run_1/met2.png
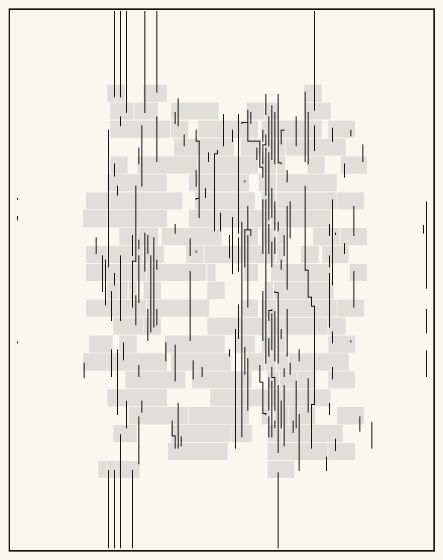
run_1/met3.png
The bar under the picture is 20 µm long.
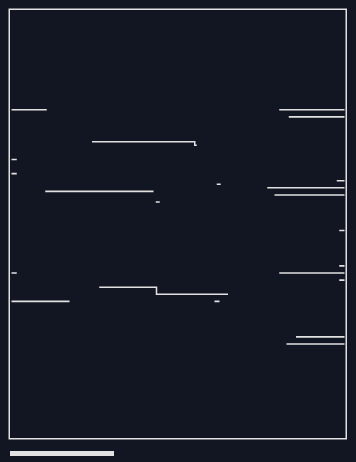
run_1/cell_classes.png
Fill, decap, tap and diode cells in gray.
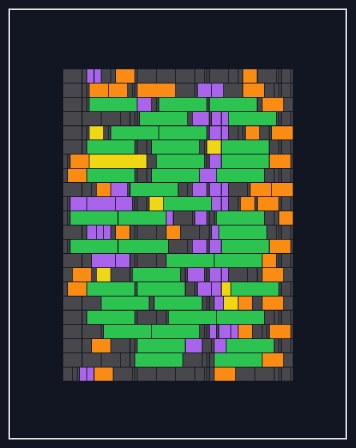
<file path="config.mk">
export PLATFORM = sky130hd
export DESIGN_NAME = edgesr_bank
export DESIGN_NICKNAME = d
export VERILOG_FILES = /design/src/rtl/edgesr_bank.sv
export SDC_FILE = /design/constraint.sdc
export NUM_CORES = 1
export LEC_CHECK = 0
export ABC_CLOCK_PERIOD_IN_PS = 1200
export CAP_MARGIN = 15
export CORE_ASPECT_RATIO = 1.4
export CORE_MARGIN = 10
export CORE_UTILIZATION = 48
export CTS_CLUSTER_DIAMETER = 40
export DETAILED_ROUTE_END_ITERATION = 7
export HOLD_SLACK_MARGIN = 0.1
export PLACE_DENSITY_LB_ADDON = 0.2
export SETUP_SLACK_MARGIN = 0.2
export SLEW_MARGIN = 20
export SYNTH_ARGS = -nofsm -noshare
export SYNTH_HDL_FRONTEND = slang
export SYNTH_SLANG_ARGS = --single-unit
</file>
<file path="constraint.sdc">
create_clock -name clk -period 1.2 [get_ports clk]
set_input_delay 0.12 -clock clk [delete_from_list [all_inputs] [get_ports clk]]
set_output_delay 0.12 -clock clk [all_outputs]
set_load 0.03 [all_outputs]
</file>
<file path="src/rtl/edgesr_bank.sv">
// Edge-triggered set/reset register bank.
// Per channel: synchronise async set/clear strobes, detect edges of the
// selected polarity, hold a level in q, and optionally auto-clear it after
// a fixed number of cycles high. Registered pulses mark every q transition.
module edgesr_bank #(
  parameter int CHANNELS     = 4,
  parameter int SYNC_STAGES  = 2,
  parameter int SET_EDGE     = 0,
  parameter int CLR_EDGE     = 0,
  parameter int SET_PRIORITY = 1,
  parameter int TIMEOUT      = 0,
  parameter int RETRIG       = 1
) (
  input  logic                clk,
  input  logic                resetedge,
  input  logic [CHANNELS-1:0] set_in,
  input  logic [CHANNELS-1:0] clr_in,
  output logic [CHANNELS-1:0] q,
  output logic [CHANNELS-1:0] set_pulse,
  output logic [CHANNELS-1:0] clr_pulse,
  output logic [CHANNELS-1:0] tmo_pulse,
  output logic                any_q
);

  localparam int          ARM_W    = $clog2(SYNC_STAGES + 2) + 1;
  localparam bit          TMO_EN   = (TIMEOUT != 0);
  localparam logic [15:0] TMO_LAST = TMO_EN ? 16'(TIMEOUT - 1) : 16'd0;

  // Edge of the requested polarity: 0 rising, 1 falling, 2 either.
  function automatic logic [CHANNELS-1:0] edge_detect(
    input logic [CHANNELS-1:0] now,
    input logic [CHANNELS-1:0] hist,
    input int                  mode
  );
    if (mode == 0)      return now & ~hist;
    else if (mode == 1) return ~now & hist;
    else                return now ^ hist;
  endfunction

  // Index 0 is the flop nearest the pins; SYNC_STAGES-1 is the settled one.
  logic [SYNC_STAGES-1:0][CHANNELS-1:0] set_sync, clr_sync;
  logic [CHANNELS-1:0]                  set_hist, clr_hist;
  logic [ARM_W-1:0]                     arm_cnt;
  logic                                 armed;
  logic [CHANNELS-1:0][15:0]            cnt, cnt_nxt;
  logic [CHANNELS-1:0]                  q_nxt, tmo_nxt;
  logic [CHANNELS-1:0]                  set_evt, clr_evt;

  // Synchroniser chains plus one history flop per input.
  always_ff @(posedge clk or posedge resetedge) begin
    if (resetedge) begin
      set_sync <= '0;
      clr_sync <= '0;
      set_hist <= '0;
      clr_hist <= '0;
    end else begin
      if (SYNC_STAGES > 1) begin
        set_sync <= {set_sync[SYNC_STAGES-2:0], set_in};
        clr_sync <= {clr_sync[SYNC_STAGES-2:0], clr_in};
      end else begin
        set_sync <= set_in;
        clr_sync <= clr_in;
      end
      set_hist <= set_sync[SYNC_STAGES-1];
      clr_hist <= clr_sync[SYNC_STAGES-1];
    end
  end

  // Arm once the sync chain and history flop hold post-reset samples, so
  // levels already present at release never look like edges.
  always_ff @(posedge clk or posedge resetedge) begin
    if (resetedge) begin
      arm_cnt <= '0;
      armed   <= 1'b0;
    end else if (!armed) begin
      arm_cnt <= arm_cnt + 1'b1;
      armed   <= (arm_cnt == ARM_W'(SYNC_STAGES));
    end
  end

  // Qualified edge events.
  always_comb begin
    set_evt = '0;
    clr_evt = '0;
    if (armed) begin
      set_evt = edge_detect(set_sync[SYNC_STAGES-1], set_hist, SET_EDGE);
      clr_evt = edge_detect(clr_sync[SYNC_STAGES-1], clr_hist, CLR_EDGE);
    end
  end

  // Per-channel next state: conflict resolution, set, clear, timeout, count.
  always_comb begin
    q_nxt   = q;
    cnt_nxt = cnt;
    tmo_nxt = '0;
    for (int i = 0; i < CHANNELS; i++) begin
      logic s, c, expire;
      s      = set_evt[i];
      c      = clr_evt[i];
      expire = TMO_EN && q[i] && (cnt[i] == TMO_LAST);
      if (s && c) begin
        if (SET_PRIORITY != 0) c = 1'b0;
        else                   s = 1'b0;
      end
      if (s) begin
        q_nxt[i] = 1'b1;
        // A set landing on expiry keeps q high and restarts the count even
        // without retriggering, otherwise the counter would run past the end.
        if (!q[i] || (RETRIG != 0) || expire) cnt_nxt[i] = 16'd0;
        else                                  cnt_nxt[i] = cnt[i] + 16'd1;
      end else if (c) begin
        q_nxt[i]   = 1'b0;
        cnt_nxt[i] = 16'd0;
      end else if (expire) begin
        q_nxt[i]   = 1'b0;
        tmo_nxt[i] = 1'b1;
        cnt_nxt[i] = 16'd0;
      end else if (q[i]) begin
        cnt_nxt[i] = cnt[i] + 16'd1;
      end
      if (!TMO_EN) cnt_nxt[i] = 16'd0;
    end
  end

  // Held levels, counters and pulses derived from the actual q transition.
  always_ff @(posedge clk or posedge resetedge) begin
    if (resetedge) begin
      q         <= '0;
      cnt       <= '0;
      set_pulse <= '0;
      clr_pulse <= '0;
      tmo_pulse <= '0;
    end else begin
      q         <= q_nxt;
      cnt       <= cnt_nxt;
      set_pulse <= q_nxt & ~q;
      clr_pulse <= ~q_nxt & q;
      tmo_pulse <= tmo_nxt;
    end
  end

  // Aggregate flag, one cycle behind q.
  always_ff @(posedge clk or posedge resetedge) begin
    if (resetedge) any_q <= 1'b0;
    else           any_q <= |q;
  end

endmodule

</file>
==> flow_metrics.py, run 1 <==
# Flow results
metrics = {
    "setup_path": {
        "worstSetupPathType": "flip-flop to primary output",
        "crit_chain": "buf_6",
        "path_delay_family": "flip-flops",
        "critPathMaxStageDelay_ns": 0.41,
        "arrival_ns": 0.88,
        "critPathLaunchType": "flip-flop",
        "cp-end-kind": "primary output",
        "crit_buf_inv": 1,
    },
    "outcome": {
        "outcome": "finished, final reports clean",
    },
    "cells_and_area": {
        "clock_area_share_pct": 4.152,
        "num-nonclk-inverters": 7,
        "comb_area_um2": 241.5,
        "nonClkBufAreaFrac_pct": 18.97,
        "fillers": 205,
        "multiInputCombCellCount": 37,
        "largest_class": "registers",
        "fin_nets": 137,
    },
    "place": {
        "hpwl_mm": 1.337,
        "gp_congestion": 0.7227,
    },
    "global_routing": {
        "track_usage_pct": 7.964,
        "grt_pass1_vias": 784,
    },
    "timing": {
        "min_period_ns": 1.002,
        "hold_viol_final": 0,
    },
    "clock_network": {
        "clock_latency_ns": 0.33,
        "clock-sinks": 41,
        "tritoncts": "built",
        "clock_path_buffers": 2,
        "numCtsBuffers": 5,
        "cts_root_buf": "clkbuf_4",
        "htree_levels": 2,
    },
    "routing": {
        "drc": 0,
        "first_iter_violations": 14,
        "post_drt_wl_per_cell_um": 11.71,
        "drt_pass1_iterations": 4,
        "postRouteAntennaNets": 0,
    },
    "synthesis": {
        "logic_family": "simple AND/OR/NAND/NOR gates",
        "yosysWarnings": 0,
        "largest_area_cell": "dfrtp_1",
        "ys.flops": 41,
        "fa_ha_area_share_pct": 1.898,
        "ys_cells": 87,
        "netlist_instances": 87,
        "synth_top_area_share_pct": 77.80,
        "yosysMostFrequentCell": "dfrtp_1",
        "area_leaders": "dfrtp_1, and3b_1, buf_4, nand3b_1, inv_1",
        "async_reset_ff_share_pct": 100.0,
        "synth_cell_type_count": 17,
        "edf_count": 0,
        "aoi_share_pct": 2.467,
        "mux_area_share_pct": 0,
        "common_cells": "dfrtp_1, inv_1, o21ai_0",
        "ys_seq_share_pct": 77.80,
        "avgSynthCellArea_um2": 15.16,
    },
    "power": {
        "p_leak_nw": 0.8498,
        "seqPwrFrac_pct": 57.1,
        "p_sw_w": 0.0005749,
        "p_total_w": 0.002596,
        "peakVddDrop_v": 0.001262,
        "power_density_nw_per_um2": 1485,
        "power_leader": "registers",
        "p_sw_share_pct": 22.15,
        "p_comb_w": 0.000307,
        "clock_power_share_pct": 31.0,
    },
    "floorplan": {
        "floorplanUtilization_pct": 49.91,
        "dieArea_um2": 5274,
        "tap_cells": 36,
    },
    "job": {
        "drv_cap": 0,
        "warnings": 29,
    },
    "min_path": {
        "min_path_type": "input port to async pin",
    },
}
Notes on met2.png above:
longest straight run	32.6 µm
wire length on this layer	980 µm
main direction	vertical
share of all routed wire	52%
met2 Use GR: 12.75%
drt total wl: 1.885 mm
via count: 738

Notes on met3.png above:
nets with wire on the layer	18
main direction	horizontal
wire length on this layer	173 µm
longest straight run	20.5 µm
met3 Track Usage GR: 5.177%

Notes on cell_classes.png above:
class	color	cells	share of their area
clock drivers and dummy loads	yellow	7	4.3%
flip-flops	green	41	60%
other buffers and delay cells	orange	33	19%
all other logic	purple	44	16%
final instance area: 1748 µm²
row cnt: 22
Core Region: 2643 µm²
Final Core Density: 66.15%
fraction of area in registers: 58.77%

[run 1: per-layer routing]
layer / routed length [µm] / global-route usage (%) / up-vias / share of wire, %
li1: - / - / 347 / -
met3: 172 / 5.177 / 7 / 9.1
met5: 0 / 0 / - / 0
met2: 979 / 12.75 / 23 / 52
met1: 667 / 7.000 / 361 / 35
met4: 65 / 6.223 / 0 / 3.4
[run 1: final timing paths]
check	startpoint	end	slack, ns	depth (start not counted)
min	resetedge	q[2]$_DFF_PP0_	0.16	3
max in group asynchronous	resetedge	armed$_DFF_PP0_	0.83	3
min in group clk	clr_in[0]	clr_sync[0]$_DFF_PP0_	0.21	1
max reg2reg	arm_cnt[0]$_DFFE_PP0N_	arm_cnt[2]$_DFFE_PP0N_	0.25	3
max	q[2]$_DFF_PP0_	q[2]	0.20	1
min reg2reg	set_sync[2]$_DFF_PP0_	set_sync[6]$_DFF_PP0_	0.35	0
[run 1: timing repair]
item | CTS | global route
buffers inserted | 4 | 4
resized | 80 | 8
pin swaps | 0 | 1
endpoints found under the setup margin | 22 | 22
[run 1: state kept, by name, indices dropped and copies added (netlist names)]
signal,count
clr_hist,4
any_q,1
armed,1
set_hist,4
set_pulse,4
clr_pulse,4
clr_sync,8
q,4
arm_cnt,3
set_sync,8
[run 1: metrics by stage]
stage | instance area, µm² | instances | util, %
finish | 1748 | 161 | 66.15
global placement | 1588 | 146 | 60.09
detailed placement | 1588 | 146 | 60.09
floorplan | 1334 | 90 | -
CTS | 1713 | 157 | 64.82
global route | 1748 | 161 | 66.15
[run 1: worst reg2reg max path, cell delays in order, from the launching register on]
cell     delay (ns)
dfrtp_1        0.41
ha_2           0.18
nor2b_2        0.14
xnor2_1        0.11
==> run 2, diff against run 1 <==
Settings changed: ABC_CLOCK_PERIOD_IN_PS 1200 to 900, CORE_UTILIZATION 48 to 44.
Clock period 1.2 ns to 0.9 ns, I/O delays scaled along.
run_2/met2.png
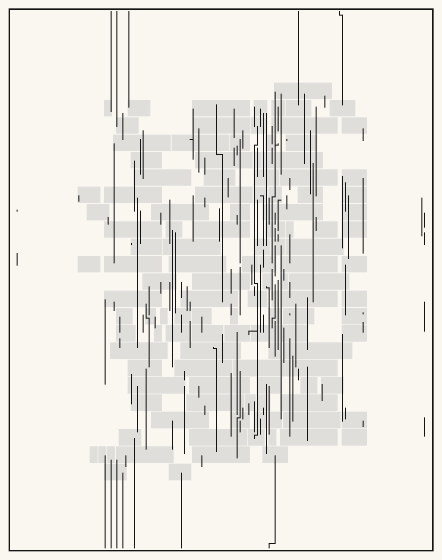
main direction	vertical
share of all routed wire	56%
nets with wire on the layer	117
wire length on this layer	1,090 µm
via count: 719
drt total wl: 1.943 mm

==> run 2 against run 1 <==
Net effect:
- the run now ends with negative setup slack left
- worst setup slack got worse by 0.25 ns
- via count fell by 2.6%
- first-iteration DRC count rose by 7.1%
- sequential power rose by 34%
- clock skew fell by 0.0054 ns
- final cell count rose by 0.62%
- critical endpoint is now q[3]
==> flow_metrics.py, run 2 <==
# Flow results
metrics = {
    "clock_network": {
        "numCtsBuffers": 5,
        "clock_path_buffers": 2,
        "htree_levels": 2,
        "tritoncts": "built",
        "clock-sinks": 41,
        "post_cts_buffers": 6,
    },
    "cells_and_area": {
        "design_area_um2": 1831,
        "fin_nets": 136,
        "fillers": 218,
    },
    "global_routing": {
        "track_usage_pct": 7.888,
        "met2_usage_pct": 14.15,
        "grt-busiest-layer": "met2",
        "use_met1_pct": 6.205,
        "met3_usage_pct": 3.457,
        "grt_pass1_vias": 793,
    },
    "routing": {
        "drc": 0,
        "top_layer_used": "met4",
        "first_iter_violations": 15,
        "postRouteAntennaNets": 0,
        "wl_met2_mm": 1.085,
    },
    "outcome": {
        "violations": "negative setup slack",
        "outcome": "finished, violations left",
    },
    "power": {
        "power_density_nw_per_um2": 2109,
        "power_leader": "registers",
        "p_sw_w": 0.0008228,
        "seqPwrFrac_pct": 51.5,
        "peakVddDrop_v": 0.001338,
    },
    "setup_path": {
        "worst-r2r-setup-slack_ns": -0.05,
        "reg2reg_depth": 3,
        "r2r_start": "armed$_DFF_PP0_",
        "critPathLaunchType": "flip-flop",
        "worstSetupPathType": "flip-flop to primary output",
        "crit_buf_inv": 1,
        "worst_r2r_endpoint": "armed$_DFF_PP0_",
        "arrival_ns": 0.86,
        "path_delay_family": "flip-flops",
    },
    "job": {
        "drv_cap": 0,
    },
    "floorplan": {
        "dieArea_um2": 5618,
    },
    "synthesis": {
        "avgSynthCellArea_um2": 15.16,
        "synth_cell_type_count": 17,
        "ys.flops": 41,
        "ys_seq_share_pct": 77.80,
        "largest_area_cell": "dfrtp_1",
        "edf_count": 0,
        "synth_top_area_share_pct": 77.80,
        "async_reset_ff_share_pct": 100.0,
        "netlist_instances": 87,
        "yosysWarnings": 0,
        "yosysMostFrequentCell": "dfrtp_1",
    },
    "timing": {
        "setup_viol": 8,
        "hold_viol_final": 0,
        "worst_slack_ns": -0.05288,
    },
    "place": {
        "post_dp_cell_area_um2": 1572,
        "hpwl_mm": 1.325,
    },
}
-- run 2: cell counts after synthesis --
No cell type changed its count.
-- run 2: cell families (layout without fill, tap and decap cells) --
group | count (synthesis) | after routing | synth area share [%]
flops | 41 | 41 | 77.80
buf+inv | 12 | 47 | 5.124
compound gates | 6 | 6 | 2.467
fa+ha+maj | 2 | 2 | 1.897
simple gates | 23 | 23 | 11.10
other cells | 1 | 4 | 0.2844
xor+xnor | 2 | 2 | 1.329
-- run 2: layout make-up --
type	instances	area [µm²]	area share (%)
inverters	7	35.03	1.914
repair buffers	32	346.6	18.93
well taps	37	46.29	2.529
clock buffers	7	86.33	4.716
multi-input cells	37	254.0	13.88
flip-flops and latches	41	1032	56.39
clock inverters	1	30.03	1.640
-- run 2: how the worst max path moves through the flow --
stage,depth (start not counted),startpoint,endpoint,slack (ns)
global placement,2,armed$_DFF_PP0_,clr_pulse[3]$_DFF_PP0_,-0.06
detailed placement,2,armed$_DFF_PP0_,clr_pulse[3]$_DFF_PP0_,-0.11
finish,1,q[3]$_DFF_PP0_,q[3],-0.05
global route,3,armed$_DFF_PP0_,armed$_DFF_PP0_,-0.09
floorplan,3,armed$_DFF_PP0_,clr_pulse[2]$_DFF_PP0_,-0.03
CTS,1,q[3]$_DFF_PP0_,q[3],-0.07
-- run 2: through the flow --
| stage | power [W] | TNS, ns | cells | utilization, % |
|---|---|---|---|---|
| after global placement | 0.002342 | -0.2547 | 147 | 54.61 |
| after detailed placement | 0.002351 | -0.4978 | 147 | 54.61 |
| after global routing | 0.004045 | -0.7645 | 162 | 63.61 |
| after CTS | 0.003896 | -0.3914 | 161 | 62.96 |
| final | 0.003861 | -0.3020 | 162 | 63.61 |
| after floorplan | 0.002216 | -0.03635 | 90 | - |
Power and IR drop assume default switching activity.
